Fig. 1: run 1, routed metal, one colour a layer
Two of the layers only.
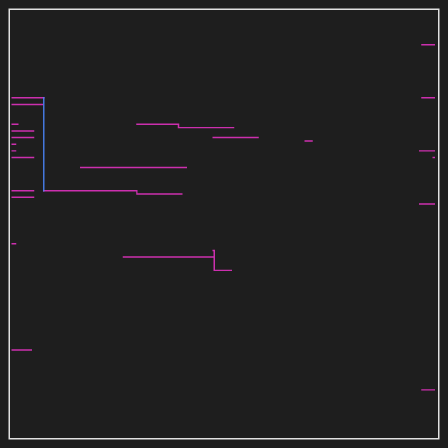
Fig. 2: run 1, signal wires on met1
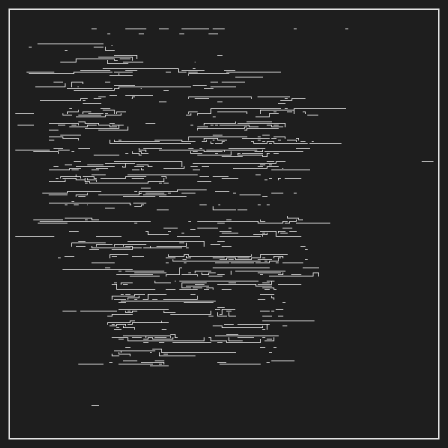
Fig. 3: run 1, drive-strength map
Scale bar: 20 um.
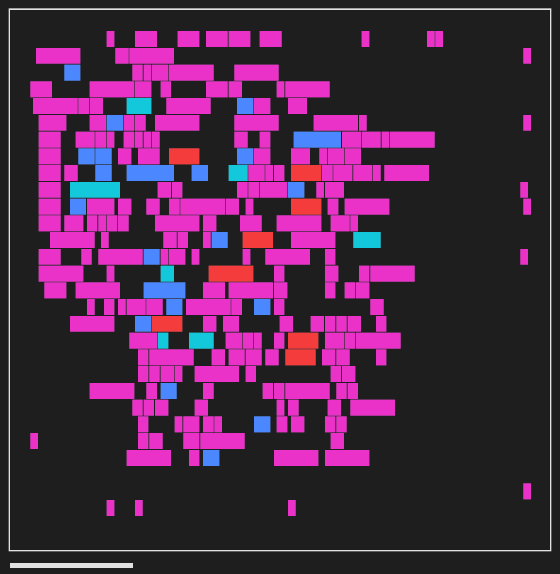
`src/rtl/comms_pkg.sv`:
```
// ---------------------------------------------------------------------------
// comms_pkg
// Shared definitions for the photonic channel scheduler.
//   sched_state_t  : scheduler FSM states
//   NODE_ID_W      : node-ID width used by the control plane
//   idx_to_onehot  : converts a node index (0..15) into a one-hot vector
// ---------------------------------------------------------------------------
package comms_pkg;

  typedef enum logic [1:0] {
    IDLE    = 2'd0,
    GUARD   = 2'd1,
    GRANT   = 2'd2,
    RELEASE = 2'd3
  } sched_state_t;

  localparam int NODE_ID_W = 16;
  localparam int MAX_NODES = 16;

  function automatic logic [MAX_NODES-1:0] idx_to_onehot(input logic [3:0] idx);
    return MAX_NODES'(1) << idx;
  endfunction

endpackage

```
`src/rtl/rr_priority_select.sv`:
```
// ---------------------------------------------------------------------------
// rr_priority_select
// Combinational round-robin pick: returns the first requesting node found
// when searching ptr, ptr+1, ... modulo NUM_NODES.
//   req   in  NUM_NODES : request vector
//   ptr   in  IDX_W     : highest-priority node index
//   valid out 1         : at least one request present
//   index out IDX_W     : selected node index
// ---------------------------------------------------------------------------
module rr_priority_select #(
  parameter int NUM_NODES = 4,
  parameter int IDX_W     = $clog2(NUM_NODES)
) (
  input  logic [NUM_NODES-1:0] req,
  input  logic [IDX_W-1:0]     ptr,
  output logic                 valid,
  output logic [IDX_W-1:0]     index
);

  // Scan from the farthest offset down to offset 0 so the candidate closest
  // to ptr is the one left standing.
  always_comb begin
    int pos;
    logic [IDX_W-1:0] pos_idx;
    valid   = 1'b0;
    index   = '0;
    pos     = 0;
    pos_idx = '0;
    for (int k = NUM_NODES - 1; k >= 0; k--) begin
      pos = int'(ptr) + k;
      if (pos >= NUM_NODES) pos = pos - NUM_NODES;
      pos_idx = IDX_W'(pos);
      if (req[pos_idx]) begin
        valid = 1'b1;
        index = pos_idx;
      end
    end
  end

endmodule

```
`src/rtl/photonic_channel_scheduler.sv`:
```
// ---------------------------------------------------------------------------
// photonic_channel_scheduler
// Round-robin owner selection for the shared photonic data channel. A winner
// gets a tuning pulse, a guard interval, then a one-hot grant held until the
// data plane reports completion or the grant times out.
//   clk           in  1          : clock, rising edge
//   rst           in  1          : synchronous reset, active low
//   enable        in  1          : allows new arbitration from IDLE
//   req           in  NUM_NODES  : level request per node
//   xfer_done     in  1          : burst complete pulse (used in GRANT only)
//   grant         out NUM_NODES  : one-hot grant or zero
//   grant_id      out ID_W       : selected node index, zero-extended
//   tune_start    out 1          : pulse on entry to GUARD
//   busy          out 1          : high in GUARD, GRANT, RELEASE
//   timeout_pulse out 1          : pulse in RELEASE after a timeout
// All outputs are registered.
// ---------------------------------------------------------------------------
module photonic_channel_scheduler
  import comms_pkg::*;
#(
  parameter int NUM_NODES      = 4,
  parameter int ID_W           = NODE_ID_W,
  parameter int GUARD_CYCLES   = 2,
  parameter int TIMEOUT_CYCLES = 64
) (
  input  logic                 clk,
  input  logic                 rst,
  input  logic                 enable,
  input  logic [NUM_NODES-1:0] req,
  input  logic                 xfer_done,
  output logic [NUM_NODES-1:0] grant,
  output logic [ID_W-1:0]      grant_id,
  output logic                 tune_start,
  output logic                 busy,
  output logic                 timeout_pulse
);

  localparam int               IDX_W      = $clog2(NUM_NODES);
  localparam logic [IDX_W-1:0] LAST_IDX   = IDX_W'(NUM_NODES - 1);
  localparam logic [7:0]       GUARD_LOAD = 8'(GUARD_CYCLES - 1);
  localparam logic [15:0]      TMO_LAST   = 16'(TIMEOUT_CYCLES - 1);

  sched_state_t         state_q, state_d;
  logic [IDX_W-1:0]     ptr_q, ptr_d;
  logic [IDX_W-1:0]     idx_q, idx_d;
  logic [7:0]           guard_q, guard_d;
  logic [15:0]          tmo_q, tmo_d;
  logic [NUM_NODES-1:0] grant_q, grant_d;
  logic [ID_W-1:0]      grant_id_q, grant_id_d;
  logic                 tune_start_q, tune_start_d;
  logic                 busy_q, busy_d;
  logic                 timeout_q, timeout_d;

  logic                 sel_valid;
  logic [IDX_W-1:0]     sel_index;

  rr_priority_select #(
    .NUM_NODES (NUM_NODES),
    .IDX_W     (IDX_W)
  ) u_select (
    .req   (req),
    .ptr   (ptr_q),
    .valid (sel_valid),
    .index (sel_index)
  );

  // State and output registers.
  always_ff @(posedge clk) begin
    if (!rst) begin
      state_q      <= IDLE;
      ptr_q        <= '0;
      idx_q        <= '0;
      guard_q      <= '0;
      tmo_q        <= '0;
      grant_q      <= '0;
      grant_id_q   <= '0;
      tune_start_q <= 1'b0;
      busy_q       <= 1'b0;
      timeout_q    <= 1'b0;
    end else begin
      state_q      <= state_d;
      ptr_q        <= ptr_d;
      idx_q        <= idx_d;
      guard_q      <= guard_d;
      tmo_q        <= tmo_d;
      grant_q      <= grant_d;
      grant_id_q   <= grant_id_d;
      tune_start_q <= tune_start_d;
      busy_q       <= busy_d;
      timeout_q    <= timeout_d;
    end
  end

  // Next-state logic.
  always_comb begin
    state_d = state_q;
    ptr_d   = ptr_q;
    idx_d   = idx_q;
    guard_d = guard_q;
    tmo_d   = tmo_q;
    unique case (state_q)
      IDLE: begin
        if (enable && sel_valid) begin
          state_d = GUARD;
          idx_d   = sel_index;
          guard_d = GUARD_LOAD;
        end
      end
      GUARD: begin
        // A withdrawn request beats the countdown, even on its last cycle.
        if (!req[idx_q]) begin
          state_d = IDLE;
        end else if (guard_q == 8'd0) begin
          state_d = GRANT;
          tmo_d   = '0;
        end else begin
          guard_d = guard_q - 8'd1;
        end
      end
      GRANT: begin
        if (xfer_done || (tmo_q == TMO_LAST)) begin
          state_d = RELEASE;
        end else begin
          tmo_d = tmo_q + 16'd1;
        end
      end
      RELEASE: begin
        state_d = IDLE;
        ptr_d   = (idx_q == LAST_IDX) ? '0 : idx_q + 1'b1;
      end
      default: state_d = IDLE;
    endcase
  end

  // Output logic: register inputs derived from the upcoming state so every
  // output lines up with the state it describes.
  always_comb begin
    busy_d       = (state_d != IDLE);
    tune_start_d = (state_q == IDLE) && (state_d == GUARD);
    grant_d      = '0;
    if (state_d == GRANT) grant_d = NUM_NODES'(idx_to_onehot(4'(idx_d)));
    grant_id_d   = ID_W'(idx_d);
    // Done takes precedence over a coincident timeout.
    timeout_d    = (state_q == GRANT) && (state_d == RELEASE) && !xfer_done;
  end

  assign grant         = grant_q;
  assign grant_id      = grant_id_q;
  assign tune_start    = tune_start_q;
  assign busy          = busy_q;
  assign timeout_pulse = timeout_q;

endmodule

```
`config.mk`:
```
export PLATFORM = sky130hd
export DESIGN_NAME = photonic_channel_scheduler
export DESIGN_NICKNAME = d
export VERILOG_FILES = /design/src/rtl/comms_pkg.sv /design/src/rtl/rr_priority_select.sv /design/src/rtl/photonic_channel_scheduler.sv
export SDC_FILE = /design/constraint.sdc
export NUM_CORES = 1
export LEC_CHECK = 0
export CORE_MARGIN = 3
export CORE_UTILIZATION = 28
export CTS_BUF_LIST = sky130_fd_sc_hd__clkbuf_4 sky130_fd_sc_hd__clkbuf_8
export DETAILED_ROUTE_END_ITERATION = 8
export HOLD_SLACK_MARGIN = 0.08
export PLACE_DENSITY = 0.58
export SLEW_MARGIN = 10
export SYNTH_ARGS = -nofsm -noshare
export SYNTH_HDL_FRONTEND = slang
export SYNTH_SLANG_ARGS = --single-unit
```
`constraint.sdc`:
```
create_clock -name clk -period 2.39 [get_ports clk]
set_input_delay 0.717 -clock clk [delete_from_list [all_inputs] [get_ports clk]]
set_output_delay 0.717 -clock clk [all_outputs]
set_load 0.05 [all_outputs]
```
==> deck_impl_summary.md, run 1 <==
Flow Results at a Glance

Run status
  • Outcome: completed

Routing
  • WL per Instance: 11.7 um

Clocking
  • Clock sinks: 37
  • Worst skew pair latency: 280 ps
  • TritonCTS clock tree: built
  • CTS Root Cell: clkbuf_8
  • CTS Buf Count: 5
  • CTS clk-pin slew, worst paths: 80 ps
  • Number of H-tree branching levels: 2

Global route
  • Wire length of the first global-routing pass: 6470 um
  • Largest net degree at the start of global routing: 15

Floorplan
  • Std-Cell Core Area: 0.00642 mm2
  • X dimension of the die: 87.7 um

Critical path
  • Worst setup startpoint: req[2]
  • Path type of the worst setup path: primary input to register
  • Critical path buffers and inverters: 2
  • Kind of cell with the highest combined delay on the critical path: buffers and inverters
  • Type of element capturing the critical path: register

Layout
  • Fillers: 668
  • Post-Layout Cell Count: 330
  • Number of antenna diodes: 0

Logic synthesis
  • Total cell area reported by yosys after synthesis: 0.00187 mm2
  • Per-instance average area after synthesis: 8.65 um2

Timing
  • Relative slew margins: 66.4%
  • Final setup violation count: 0

Place
  • Post-Place Cells: 319

Power and ir drop
  • Part of the power in combinational logic: 33.9%
  • Static leakage power: 0.842 nW
## Picture notes: Fig. 1
layer	colour	wire length
metal 3	magenta	163 um
metal 4	blue	19.0 um

## Picture notes: Fig. 2
longest straight run	22.6 um
share of all routed wire	49%
routed wire length: 3870 um
routing usage on met1: 14.8%
number of vias after detailed routing: 1633

## Picture notes: Fig. 3
size	colour	cells
_2 cells	cyan	7
_6 and larger	red	8
_3 and _4 cells	blue	21
_0 and _1 cells	magenta	217
area of all placed cells without fillers: 0.00232 mm2
final worst slack: 44.9 ps
buffers outside the clock class: 35
Area Growth Syn to Fin: 24.2%

## run 1: routing by layer
layer | vias to the layer above | wire length (um) | part of all wire, % | track usage [%]
li1 | 841 | - | - | -
met1 | 761 | 1900 | 49 | 14.8
met2 | 29 | 1790 | 46 | 15.8
met3 | 2 | 163 | 4.2 | 3.10
met4 | 0 | 19 | 0.49 | 3.35
met5 | - | 0 | 0 | 0
## run 1: through the flow
| stage | hold WS (ps) | cell area, um2 |
|---|---|---|
| floorplan | 452 | 1920 |
| global placement | 471 | 2180 |
| detailed placement | 471 | 2180 |
| CTS | 481 | 2280 |
| global route | 506 | 2320 |
| finish | 479 | 2320 |
## run 1: worst reg2reg max path, delay by kind of cell (launching register included)
family | cells | cell delay, ps
AOI/OAI and AO/OA | 2 | 340
adders and majority gates | 1 | 240
buffers and inverters | 2 | 260
DFF | 1 | 330
and+or+nand+nor | 3 | 990
## run 1: cell families after synthesis
kind of cell,Yosys count
mux,4
buf+inv,27
compound gates,53
flops,37
simple gates,86
other cells,1
fa+ha+maj,3
xor+xnor,5
## run 1: registers in the layout, indices dropped and copies added (netlist names)
name,cells
busy,1
grant,4
grant_id,2
guard_q,8
ptr_q,2
state_q,2
timeout_pulse,1
tmo_q,16
tune_start,1
## run 1: power by group through the flow
stage               clock (mW)  sequential, mW  combinational [mW]
floorplan                    0           0.782               0.398
global route             0.529           0.749               0.689
detailed placement           0           0.751               0.590
global placement             0           0.751               0.586
CTS                      0.501           0.738               0.592
finish                   0.481           0.740               0.627
## run 1: timing repair
action	in CTS	in global routing
setup buffers	0	2
setup endpoints to repair	0	9
hold endpoints to repair	0	0
gates resized	0	3
hold buffers	0	0
## run 1: layout make-up
type | instances | area [um2] | share of cell area (%)
Multi-Input combinational cell | 166 | 1040 | 44.7
Sequential cell | 37 | 741 | 31.9
Timing Repair Buffer | 35 | 318 | 13.7
Clock buffer | 7 | 96.3 | 4.15
Tap cell | 77 | 96.3 | 4.15
Inverter | 7 | 26.3 | 1.13
Clock inverter | 1 | 5.00 | 0.216
## run 1: placed cells by master (no fill, tap or decap), drive strengths merged, types with 3 or more instances in the layout
| master | n |
|---|---|
| and2 | 4 |
| o31ai | 4 |
| or3 | 11 |
| nor3b | 3 |
| nand2b | 6 |
| or4 | 4 |
| and3 | 3 |
| xor2 | 5 |
| conb | 14 |
| dfxtp | 37 |
| clkbuf | 7 |
| nand2 | 8 |
| nor4 | 4 |
| a21oi | 25 |
| nand4 | 4 |
| inv | 6 |
| clkdlybuf4s50 | 15 |
| nor2 | 14 |
| ha | 3 |
| nor3 | 7 |
| buf | 19 |
| o2111ai | 3 |
| o21ai | 12 |
| nand3 | 13 |
## run 1: path summary, 6_finish.rpt
check | endpoint | slack (ps) | cells past startpoint
setup reg to reg | tmo_q[5]$_SDFFE_PN0P_ | 160 | 8
setup / recovery | tmo_q[5]$_SDFFE_PN0P_ | 40 | 7
hold reg to reg | tmo_q[15]$_SDFFE_PN0P_ | 480 | 2
hold / removal | tmo_q[15]$_SDFFE_PN0P_ | 480 | 2
==> inputs of run 2 (changes only) <==
--- a/config.mk
+++ b/config.mk
@@ -8,9 +8,11 @@
 export CORE_MARGIN = 3
 export CORE_UTILIZATION = 28
 export CTS_BUF_LIST = sky130_fd_sc_hd__clkbuf_4 sky130_fd_sc_hd__clkbuf_8
+export CTS_CLUSTER_DIAMETER = 120
 export DETAILED_ROUTE_END_ITERATION = 8
 export HOLD_SLACK_MARGIN = 0.08
 export PLACE_DENSITY = 0.58
+export SETUP_SLACK_MARGIN = 0.15
 export SLEW_MARGIN = 10
 export SYNTH_ARGS = -nofsm -noshare
 export SYNTH_HDL_FRONTEND = slang
==> deck_impl_summary.md, run 2 <==
Flow Results at a Glance

Routing
  • Number of vias after detailed routing: 1629
  • WL per Instance: 11.8 um
  • Routed wire length: 3900 um

Clocking
  • Number of H-tree branching levels: 2
  • CTS clk-pin slew, worst paths: 80 ps
  • TritonCTS clock tree: built
  • Worst skew pair latency: 290 ps
  • CTS Root Cell: clkbuf_8
  • Clock sinks: 37
  • CTS Buf Count: 5

Global route
  • Wire length of the first global-routing pass: 6610 um
  • Largest net degree at the start of global routing: 15

Layout
  • Number of antenna diodes: 0
  • Leading cell types in the layout, fill and taps excluded: 37 x dfxtp_1, 22 x a21oi_1, 17 x buf_4
  • Area Growth Syn to Fin: 25.8%
  • Largest Register: tmo_q
  • Sequential standard cell area: 741 um2
  • Max reg flops: 16
  • Area of all placed cells without fillers: 0.00235 mm2
  • Most frequent logic cell in the layout: dfxtp_1
  • Fillers: 661
  • Logic area: 0.00107 mm2

Floorplan
  • X dimension of the die: 87.7 um
  • Std-Cell Core Area: 0.00642 mm2

Timing
  • Final setup violation count: 0
  • Final-layout worst hold slack: 481 ps
  • Relative slew margins: 66.5%
  • Actual slew at the worst max-slew pin: 501 ps

Run status
  • Outcome: completed

Critical path
  • Type of element capturing the critical path: register
  • Path type of the worst setup path: register to register

Place
  • Area after detailed placement: 0.00218 mm2
  • Final RePlAce weighted congestion: 0.796

Job
  • Number of logged tool warnings: 27

Logic synthesis
  • Per-instance average area after synthesis: 8.65 um2
  • Total cell area reported by yosys after synthesis: 0.00187 mm2

Power and ir drop
  • Static leakage power: 0.871 nW
-- run 2: metal layers --
layer	global-route usage, %	vias to the layer above	wire length (um)
met5	0	-	0
met1	15.2	758	1910
met4	3.35	0	19
li1	-	838	-
met2	16.3	31	1820
met3	3.10	2	153
-- run 2: layout make-up --
class,count,area share [%]
clock buffer,7,4.10
clock inverter,1,0.213
multi-input combinational,166,45.5
sequential,37,31.5
inverter,7,1.12
tap,77,4.10
timing repair buffer,34,13.5
-- run 2: worst paths after layout --
| kind | start | end | slack, ps | cells after the start |
|---|---|---|---|---|
| setup / recovery | guard_q[0]$_SDFFE_PN0P_ | tmo_q[14]$_SDFFE_PN0P_ | 240 | 7 |
| hold / removal | tmo_q[15]$_SDFFE_PN0P_ | tmo_q[15]$_SDFFE_PN0P_ | 480 | 2 |
| setup reg to reg | guard_q[0]$_SDFFE_PN0P_ | tmo_q[14]$_SDFFE_PN0P_ | 240 | 7 |
| hold reg to reg | tmo_q[15]$_SDFFE_PN0P_ | tmo_q[15]$_SDFFE_PN0P_ | 480 | 2 |
-- run 2: cell families (layout without fill, tap and decap cells) --
| logic type | after synthesis | count (layout) | synth area share, % |
|---|---|---|---|
| muxes | 4 | 4 | 2.88 |
| xor gates and xnor gates | 5 | 5 | 2.34 |
| adders and majority gates | 3 | 3 | 2.01 |
| buffers and inverters | 27 | 49 | 8.71 |
| other | 1 | 14 | 0.201 |
| DFF | 37 | 37 | 39.7 |
| and+or+nand+nor | 86 | 86 | 26.8 |
| AOI/OAI and AO/OA | 53 | 54 | 17.4 |
-- run 2: timing repair --
item	in CTS	in global routing
hold buffers	0	0
buffers inserted	1	0
resized	1	13
setup endpoints to repair	11	24
cloned	1	0
pin swaps	0	2
-- run 2: where the power goes --
part | internal, mW | switching [mW]
clock network | 0.261 | 0.221
registers | 0.676 | 0.0663
logic | 0.271 | 0.376
total | 1.21 | 0.664
-- run 2: critical path, cell delays in order (launching register included) --
cell	delay, ps
dfxtp_1	330
inv_1	110
ha_1	240
nor3b_2	390
nand4_4	160
a21boi_4	190
or4_1	510
a21oi_1	160
-- run 2: metrics by stage --
step / cells / worst slack [ps]
floorplan: 229 / 247
global placement: 319 / -211
detailed placement: 319 / -243
CTS: 329 / 125
global route: 329 / 123
finish: 329 / 238
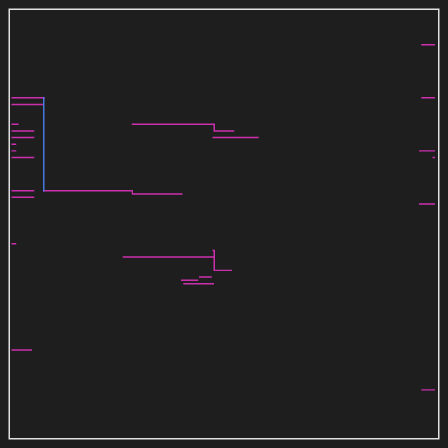
Fig. 4. Routed metal, one colour a layer (run 2).
Two of the layers only.
layer	colour	wire length
metal 4	blue	19.0 um
metal 3	magenta	154 um

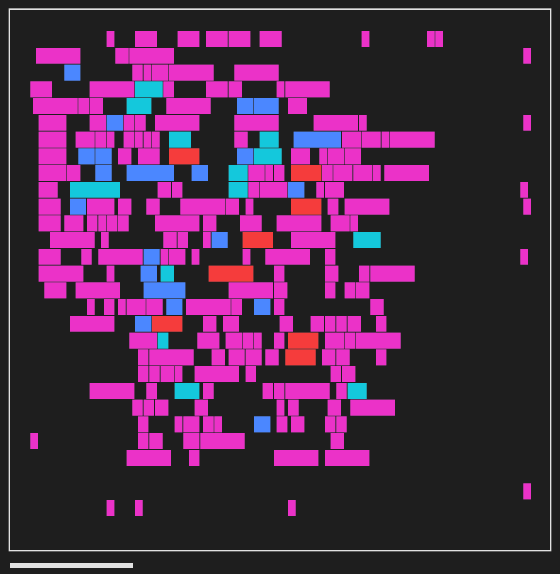
Fig. 5. Drive-strength map (run 2).
Scale bar: 20 um.
size	colour	cells	most used
_0 and _1 cells	magenta	210	dfxtp_1
_6 and larger	red	8	clkbuf_8
_3 and _4 cells	blue	21	buf_4
_2 cells	cyan	13	a21oi_2

==> inputs of run 3 (changes only) <==
--- a/config.mk
+++ b/config.mk
@@ -10,6 +10,7 @@
 export CTS_BUF_LIST = sky130_fd_sc_hd__clkbuf_4 sky130_fd_sc_hd__clkbuf_8
 export CTS_CLUSTER_DIAMETER = 120
 export DETAILED_ROUTE_END_ITERATION = 8
+export GPL_TIMING_DRIVEN = 0
 export HOLD_SLACK_MARGIN = 0.08
 export PLACE_DENSITY = 0.58
 export SETUP_SLACK_MARGIN = 0.15
==> deck_impl_summary.md, run 3 <==
Flow Results at a Glance

Clocking
  • Worst skew pair latency: 290 ps
  • Number of H-tree branching levels: 2
  • Number of hold buffers added after cts: 0
  • TritonCTS clock tree: built
  • CTS Buf Count: 5
  • CTS clk-pin slew, worst paths: 70 ps
  • CTS Root Cell: clkbuf_8

Floorplan
  • Std-Cell Core Area: 0.00642 mm2
  • I/O pin count: 31
  • X dimension of the die: 87.7 um

Timing
  • Final setup violation count: 0
  • Relative slew margins: 66.6%
  • Final-layout worst hold slack: 496 ps
  • Actual slew at the worst max-slew pin: 500 ps

Worst hold path
  • Min-delay worst type: register to register

Logic synthesis
  • Async set-reset flop share out of synthesis: 0%
  • Post-synth design cell area: 0.00187 mm2
  • Register area share after synthesis: 39.7%
  • Total cell area reported by yosys after synthesis: 0.00187 mm2
  • Synthesized netlist cell count: 216
  • Biggest area cells: dfxtp_1 40%, a21oi_1 6.7%, buf_4 5.6%
  • Per-instance average area after synthesis: 8.65 um2

Routing
  • Met3 Wirelength: 156 um
  • Routed length on met1: 1970 um
  • Highest metal layer with signal wires: met4
  • Met2 WL post-DR: 1780 um
  • Via density: 4.86

Layout
  • Area Growth Syn to Fin: 23.7%
  • Max reg flops: 16
  • Area of all placed cells without fillers: 0.00231 mm2
  • Leading cell types in the layout, fill and taps excluded: 37 x dfxtp_1, 24 x a21oi_1, 17 x buf_4
  • Most frequent logic cell in the layout: dfxtp_1
  • Largest Register: tmo_q
  • Number of antenna diodes: 0

Place
  • Area after detailed placement: 0.00217 mm2
  • Final RePlAce weighted congestion: 0.820

Global route
  • Total global routing overflow: 0
  • Wire length of the first global-routing pass: 6490 um
  • Antenna violations before repair: 0
  • Largest net degree at the start of global routing: 11

Critical path
  • Type of element capturing the critical path: register
  • Critical Path, Cell by Cell: clkdlybuf4s50_1 > nor4b_2 > clkbuf_2 > mux2_2 > and2_1
  • Path type of the worst setup path: primary input to register
  • Kind of cell with the highest combined delay on the critical path: buffers and inverters
  • Cell type of the slowest stage on the worst timing path: clkdlybuf4s50_1
  • Critical path buffers and inverters: 2
  • Critical Path Max Stage Delay: 460 ps

Run status
  • Outcome: completed

Job
  • Number of logged tool warnings: 26

Power and ir drop
  • Static leakage power: 0.855 nW
## run 3: cell counts after synthesis
No cell type changed its count.
## run 3: area by class of cell
cell class | instances | area [um2]
Fill cell | 658 | 4110
Clock buffer | 7 | 90.1
Timing Repair Buffer | 19 | 160
Tap cell | 77 | 96.3
Inverter | 7 | 26.3
Sequential cell | 37 | 741
Buffer | 20 | 145
Multi-Input combinational cell | 165 | 1050
## run 3: logic make-up after synthesis
group / share of synthesized area, %
and+or+nand+nor: 26.8
AOI/OAI and AO/OA: 17.4
DFF: 39.7
buffers and inverters: 8.71
xor gates and xnor gates: 2.34
muxes: 2.88
adders and majority gates: 2.01
other: 0.201
## run 3: path summary, 6_finish.rpt
path                      startpoint                endpoint  slack (ps)  depth (start not counted)
max                           enable  grant_id[0]$_SDFF_PN0_         240                          5
min           tmo_q[15]$_SDFFE_PN0P_  tmo_q[15]$_SDFFE_PN0P_         500                          2
max reg2reg  guard_q[0]$_SDFFE_PN0P_  tmo_q[14]$_SDFFE_PN0P_         290                          8
min reg2reg   tmo_q[15]$_SDFFE_PN0P_  tmo_q[15]$_SDFFE_PN0P_         500                          2
## run 3: repair_timing
action / in CTS / in global routing
cloned: 0 / 0
setup buffers: 0 / 3
gates resized: 11 / 14
pin swaps: 0 / 2
setup endpoints to repair: 33 / 18
## run 3: layer usage
metal | up-vias | GRT usage (%)
li1 | 843 | -
met1 | 739 | 14.3
met2 | 25 | 15.6
met3 | 6 | 2.82
met4 | 0 | 4.60
met5 | - | 0
## run 3: power by group
part / internal [mW] / leakage, nW / total (mW) / switching (mW)
registers: 0.676 / 0.300 / 0.745 / 0.0690
logic: 0.243 / 0.508 / 0.598 / 0.354
clock network: 0.240 / 0.0477 / 0.460 / 0.220
## run 3: tightest hold or removal path: stages (launching register included)
cell     delay (ps)
dfxtp_1         330
o31ai_1          70
a21oi_1          60
## run 3: stage by stage
step / utilization (%) / TNS, ps / std cells / setup slack (ps)
after global placement: 33.8 / -11720 / 322 / -542
after global routing: 36.0 / 0 / 332 / 156
after CTS: 35.4 / 0 / 329 / 174
after floorplan: - / 0 / 229 / 247
after detailed placement: 33.8 / -12400 / 322 / -567
final: 36.0 / 0 / 332 / 236
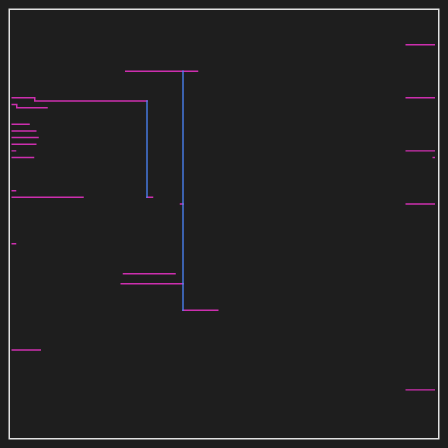
Fig. 6. Routed metal, one colour a layer (run 3).
Two of the layers only.
layer	colour	wire length
metal 4	blue	68.7 um
metal 3	magenta	157 um
number of vias after detailed routing: 1613
routed wire length: 3970 um
WL per Instance: 12.0 um

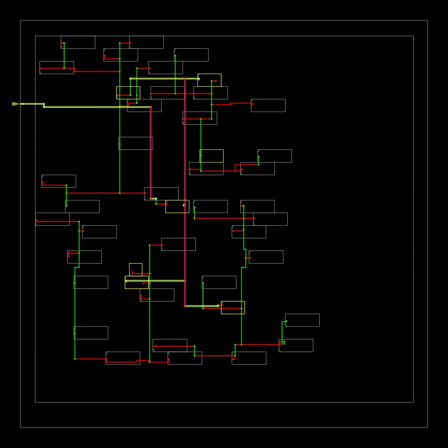
Fig. 7. Clock wiring as the flow saved it (run 3).
setup skew after layout: 6.10 ps
number of sequential storage elements: 37
Clock net power: 0.460 mW
clock sinks: 37

Power is estimated from default activity; no workload was simulated.
